==> src/rtl/execute_stage.sv <==
// ALU execute stage: single-cycle ALU ops plus a multi-cycle shift-add multiplier
// that stalls upstream. Result and condition flags are registered for the memory stage.
module execute_stage #(
    parameter int WIDTH = 16,
    parameter int SHW   = 4
) (
    input  logic             CLK,
    input  logic             reset,
    input  logic             in_valid,
    input  logic [3:0]       op,
    input  logic [WIDTH-1:0] srcA,
    input  logic [WIDTH-1:0] srcB,
    input  logic             flush,
    output logic             stall,
    output logic [WIDTH-1:0] ALUoutput,
    output logic             out_valid,
    output logic             zero,
    output logic             negative,
    output logic             carry,
    output logic             overflow
);

    localparam int CW = $clog2(WIDTH + 1);
    localparam logic [CW-1:0] MUL_ITERS = CW'(WIDTH);
    localparam logic [CW-1:0] CNT_ONE   = {{(CW-1){1'b0}}, 1'b1};
    localparam logic [CW-1:0] CNT_ZERO  = {CW{1'b0}};

    localparam logic [3:0] OP_ADD   = 4'd0;
    localparam logic [3:0] OP_SUB   = 4'd1;
    localparam logic [3:0] OP_AND   = 4'd2;
    localparam logic [3:0] OP_OR    = 4'd3;
    localparam logic [3:0] OP_XOR   = 4'd4;
    localparam logic [3:0] OP_NOT   = 4'd5;
    localparam logic [3:0] OP_SLL   = 4'd6;
    localparam logic [3:0] OP_SRL   = 4'd7;
    localparam logic [3:0] OP_SRA   = 4'd8;
    localparam logic [3:0] OP_SLT   = 4'd9;
    localparam logic [3:0] OP_PASSB = 4'd10;
    localparam logic [3:0] OP_MUL   = 4'd11;

    typedef enum logic [0:0] {
        S_IDLE = 1'b0,
        S_MUL  = 1'b1
    } state_t;

    // Zero and negative flags of a result about to be registered.
    function automatic logic [1:0] zn_flags(input logic [WIDTH-1:0] r);
        return {(r == {WIDTH{1'b0}}), r[WIDTH-1]};
    endfunction

    state_t           state_q, state_d;
    logic [WIDTH-1:0] mcand_q, mcand_d;
    logic [WIDTH-1:0] mplier_q, mplier_d;
    logic [WIDTH-1:0] acc_q, acc_d;
    logic [CW-1:0]    count_q, count_d;
    logic [WIDTH-1:0] result_q, result_d;
    logic             out_valid_q, out_valid_d;
    logic             zero_q, zero_d;
    logic             negative_q, negative_d;
    logic             carry_q, carry_d;
    logic             overflow_q, overflow_d;

    logic [SHW-1:0]   shamt_s;
    logic [WIDTH:0]   add_full_s;
    logic [WIDTH:0]   sub_full_s;
    logic [WIDTH-1:0] alu_res_s;
    logic             alu_c_s;
    logic             alu_v_s;
    logic [WIDTH-1:0] acc_step_s;
    logic [1:0]       alu_zn_s;
    logic [1:0]       acc_zn_s;
    logic             accept_s;

    // Single-cycle ALU result with carry/overflow; MUL and reserved opcodes yield zero here.
    always_comb begin
        shamt_s    = srcB[SHW-1:0];
        add_full_s = {1'b0, srcA} + {1'b0, srcB};
        sub_full_s = {1'b0, srcA} - {1'b0, srcB};
        alu_res_s  = {WIDTH{1'b0}};
        alu_c_s    = 1'b0;
        alu_v_s    = 1'b0;
        case (op)
            OP_ADD: begin
                alu_res_s = add_full_s[WIDTH-1:0];
                alu_c_s   = add_full_s[WIDTH];
                alu_v_s   = (srcA[WIDTH-1] == srcB[WIDTH-1]) &&
                            (add_full_s[WIDTH-1] != srcA[WIDTH-1]);
            end
            OP_SUB: begin
                // Bit WIDTH of the widened difference is the unsigned borrow.
                alu_res_s = sub_full_s[WIDTH-1:0];
                alu_c_s   = sub_full_s[WIDTH];
                alu_v_s   = (srcA[WIDTH-1] != srcB[WIDTH-1]) &&
                            (sub_full_s[WIDTH-1] != srcA[WIDTH-1]);
            end
            OP_AND:   alu_res_s = srcA & srcB;
            OP_OR:    alu_res_s = srcA | srcB;
            OP_XOR:   alu_res_s = srcA ^ srcB;
            OP_NOT:   alu_res_s = ~srcA;
            OP_SLL:   alu_res_s = srcA << shamt_s;
            OP_SRL:   alu_res_s = srcA >> shamt_s;
            OP_SRA:   alu_res_s = $unsigned($signed(srcA) >>> shamt_s);
            OP_SLT:   alu_res_s = {{(WIDTH-1){1'b0}}, ($signed(srcA) < $signed(srcB))};
            OP_PASSB: alu_res_s = srcB;
            default:  alu_res_s = {WIDTH{1'b0}};
        endcase
    end

    // One shift-add iteration of the multiplier and flag helpers.
    always_comb begin
        if (mplier_q[0]) begin
            acc_step_s = acc_q + mcand_q;
        end else begin
            acc_step_s = acc_q;
        end
        alu_zn_s = zn_flags(alu_res_s);
        acc_zn_s = zn_flags(acc_step_s);
        accept_s = in_valid && !flush;
    end

    // Next-state logic: accept in IDLE, iterate in MUL; flush overrides accept and completion.
    always_comb begin
        state_d     = state_q;
        mcand_d     = mcand_q;
        mplier_d    = mplier_q;
        acc_d       = acc_q;
        count_d     = count_q;
        result_d    = result_q;
        out_valid_d = 1'b0;
        zero_d      = zero_q;
        negative_d  = negative_q;
        carry_d     = carry_q;
        overflow_d  = overflow_q;
        case (state_q)
            S_IDLE: begin
                if (accept_s && (op == OP_MUL)) begin
                    mcand_d  = srcA;
                    mplier_d = srcB;
                    acc_d    = {WIDTH{1'b0}};
                    count_d  = MUL_ITERS;
                    state_d  = S_MUL;
                end else if (accept_s) begin
                    result_d    = alu_res_s;
                    out_valid_d = 1'b1;
                    zero_d      = alu_zn_s[1];
                    negative_d  = alu_zn_s[0];
                    carry_d     = alu_c_s;
                    overflow_d  = alu_v_s;
                end else begin
                    state_d = S_IDLE;
                end
            end
            S_MUL: begin
                if (flush) begin
                    count_d = CNT_ZERO;
                    state_d = S_IDLE;
                end else begin
                    acc_d    = acc_step_s;
                    mcand_d  = mcand_q << 1;
                    mplier_d = mplier_q >> 1;
                    count_d  = count_q - CNT_ONE;
                    if (count_q == CNT_ONE) begin
                        result_d    = acc_step_s;
                        out_valid_d = 1'b1;
                        zero_d      = acc_zn_s[1];
                        negative_d  = acc_zn_s[0];
                        carry_d     = 1'b0;
                        overflow_d  = 1'b0;
                        state_d     = S_IDLE;
                    end else begin
                        state_d = S_MUL;
                    end
                end
            end
            default: begin
                state_d = S_IDLE;
            end
        endcase
    end

    // State and output registers; reset aborts any multiply in flight.
    always_ff @(posedge CLK or negedge reset) begin
        if (!reset) begin
            state_q     <= S_IDLE;
            mcand_q     <= {WIDTH{1'b0}};
            mplier_q    <= {WIDTH{1'b0}};
            acc_q       <= {WIDTH{1'b0}};
            count_q     <= CNT_ZERO;
            result_q    <= {WIDTH{1'b0}};
            out_valid_q <= 1'b0;
            zero_q      <= 1'b0;
            negative_q  <= 1'b0;
            carry_q     <= 1'b0;
            overflow_q  <= 1'b0;
        end else begin
            state_q     <= state_d;
            mcand_q     <= mcand_d;
            mplier_q    <= mplier_d;
            acc_q       <= acc_d;
            count_q     <= count_d;
            result_q    <= result_d;
            out_valid_q <= out_valid_d;
            zero_q      <= zero_d;
            negative_q  <= negative_d;
            carry_q     <= carry_d;
            overflow_q  <= overflow_d;
        end
    end

    assign stall     = (state_q == S_MUL);
    assign ALUoutput = result_q;
    assign out_valid = out_valid_q;
    assign zero      = zero_q;
    assign negative  = negative_q;
    assign carry     = carry_q;
    assign overflow  = overflow_q;

endmodule

==> config.mk <==
export PLATFORM = sky130hd
export DESIGN_NAME = execute_stage
export DESIGN_NICKNAME = d
export VERILOG_FILES = /design/src/rtl/execute_stage.sv
export SDC_FILE = /design/constraint.sdc
export NUM_CORES = 1
export LEC_CHECK = 0
export CORE_MARGIN = 2
export CORE_UTILIZATION = 40
export DETAILED_ROUTE_END_ITERATION = 12
export GPL_TIMING_DRIVEN = 1
export PLACE_DENSITY = 0.68
export SYNTH_ARGS = -nofsm -noshare
export SYNTH_HDL_FRONTEND = slang
export SYNTH_SLANG_ARGS = --single-unit
==> constraint.sdc <==
create_clock -name CLK -period 4.4 [get_ports CLK]
set_clock_uncertainty 0.2 [all_clocks]
set_input_delay 0.88 -clock CLK [delete_from_list [all_inputs] [get_ports CLK]]
set_output_delay 0.88 -clock CLK [all_outputs]
set_load 0.02 [all_outputs]
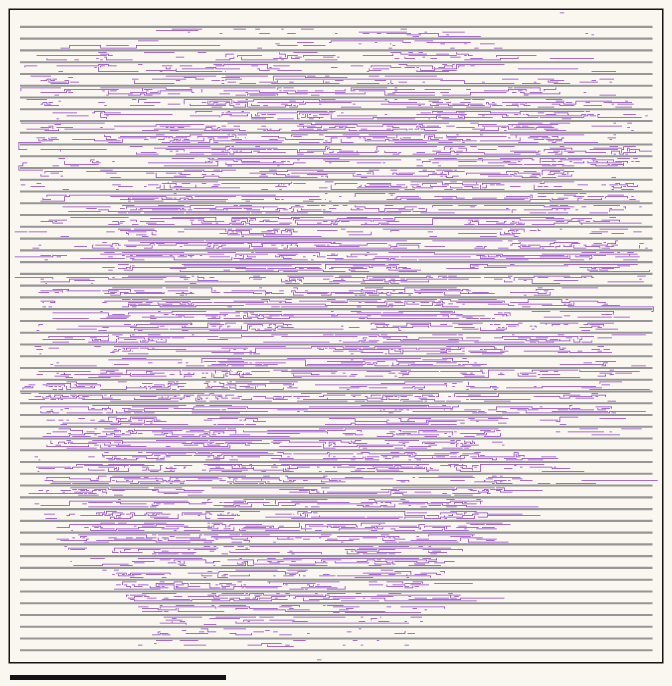
(images/m1.png)
The bar under the picture is 50 um long. Supply wires on this layer in gray.
1265 nets have wire on it. The layer holds 43% of the routed length. The wires run mostly horizontal. The longest straight run is 65.3 um.

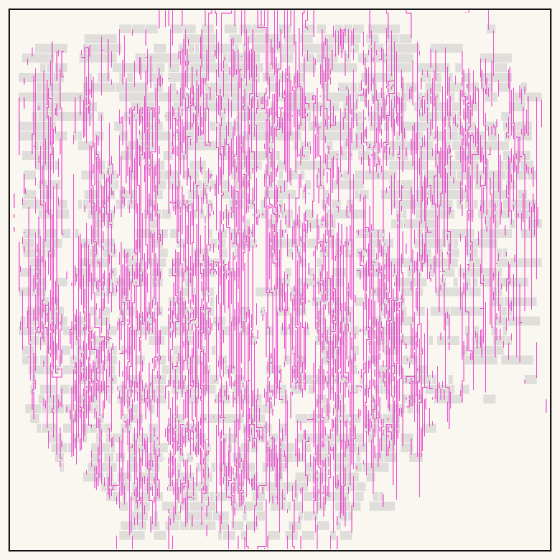
(images/m2.png)
Cells faint in the background.
1131 nets have wire on it. The layer carries 15900 um of wire. The layer holds 46% of the routed length. The longest straight run is 73.1 um.
via count: 9346
final wirelength: 34300 um
met2 GRT Util: 49.4%

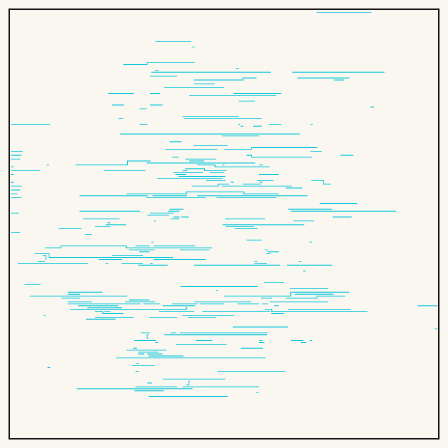
(images/m3.png)
160 nets have wire on it. The layer holds 7.4% of the routed length. The longest straight run is 63.0 um.
GR Util met3: 4.76%

==> metrics.yaml <==
power:
  swShare_pct: 37.7
  power_mw: 3.15
  pwr-share-clk_pct: 28.1
  combinationalPowerShare_pct: 42.5
  pwr-share-seq_pct: 29.5
cells_and_area:
  seq_area_um2: 1850
  syn2layout_area_growth_pct: 27.4
  final_area_um2: 11000
  fin_util_pct: 52.1
  seq_area_share_pct: 16.9
  nNonClkInverters: 59
  comb_share_pct: 56.6
  n_clock_buffer: 9
yosys:
  edf_count: 0
  synth_seq_share_pct: 21.5
  ys_area_um2: 8620
route:
  route.antenna.remaining_nets: 0
  top_layer: "met4"
  drc: 0
setup_path:
  cpPeakStageDelay_ns: 0.54
  worstSetupEndpoint: "zero"
  worstPathCellList: "clkdlybuf4s50_1 > inv_1 > ha_1 > inv_1 > fa_1 > nor2b_1 > o21ai_1 > buf_4 > a21oi_1 > or4_1 > o221ai_1 > xnor2_1 > nor2_1 > or4_1 > nor3_2 > a21bo_1"
hold_path:
  hold_class: "flop to flop"
  min_from: "mplier_q[1]"
die:
  dieArea_um2: 22700
  ios: 62
  tap_cells: 275
  fp.dieH_um: 151
  die_w_um: 151
clock_tree:
  cts_tree: "yes"
  clock-sinks: 74
  post_cts_buffers: 0
  cts_root_buffer: "clkbuf_16"
  clkTransAtPathRegs_ns: 0.07
sta:
  setup_tns_ns: 0
  maxSlewViolCount: 0
  finalCriticalPeriod_ns: 4.23
global_route:
  busiest_layer: "met2"
  met1_usage_pct: 41.7
run:
  cap_violations: 0
placement:
  placed_area_um2: 10600
status:
  status: "finished clean"
## state kept, by name, summed over array words and instances (netlist names), 5 cells and up
register   count
ALUoutput     16
acc_q         16
mcand_q       16
mplier_q      16
count_q        5
## kinds of logic after synthesis
group | count (synthesis) | share of synthesized area [%]
buf+inv | 136 | 6.59
fa+ha+maj | 74 | 11.0
mux | 92 | 12.4
compound gates | 336 | 26.0
xor+xnor | 23 | 2.34
simple gates | 365 | 20.2
flops | 74 | 21.5
## worst reg2reg max path, delay by kind of cell (launching register included)
family                   cells  cell delay [ns]
flip-flops                   1             0.50
AND-OR/OR-AND                6             1.45
multiplexers                 1             0.40
XOR/XNOR                     1             0.11
AND/OR/NAND/NOR              1             0.38
adder cells (fa/ha/maj)      2             0.75
buffers and inverters        1             0.08
No activity file was given, so power comes from the tool's default toggle rates.
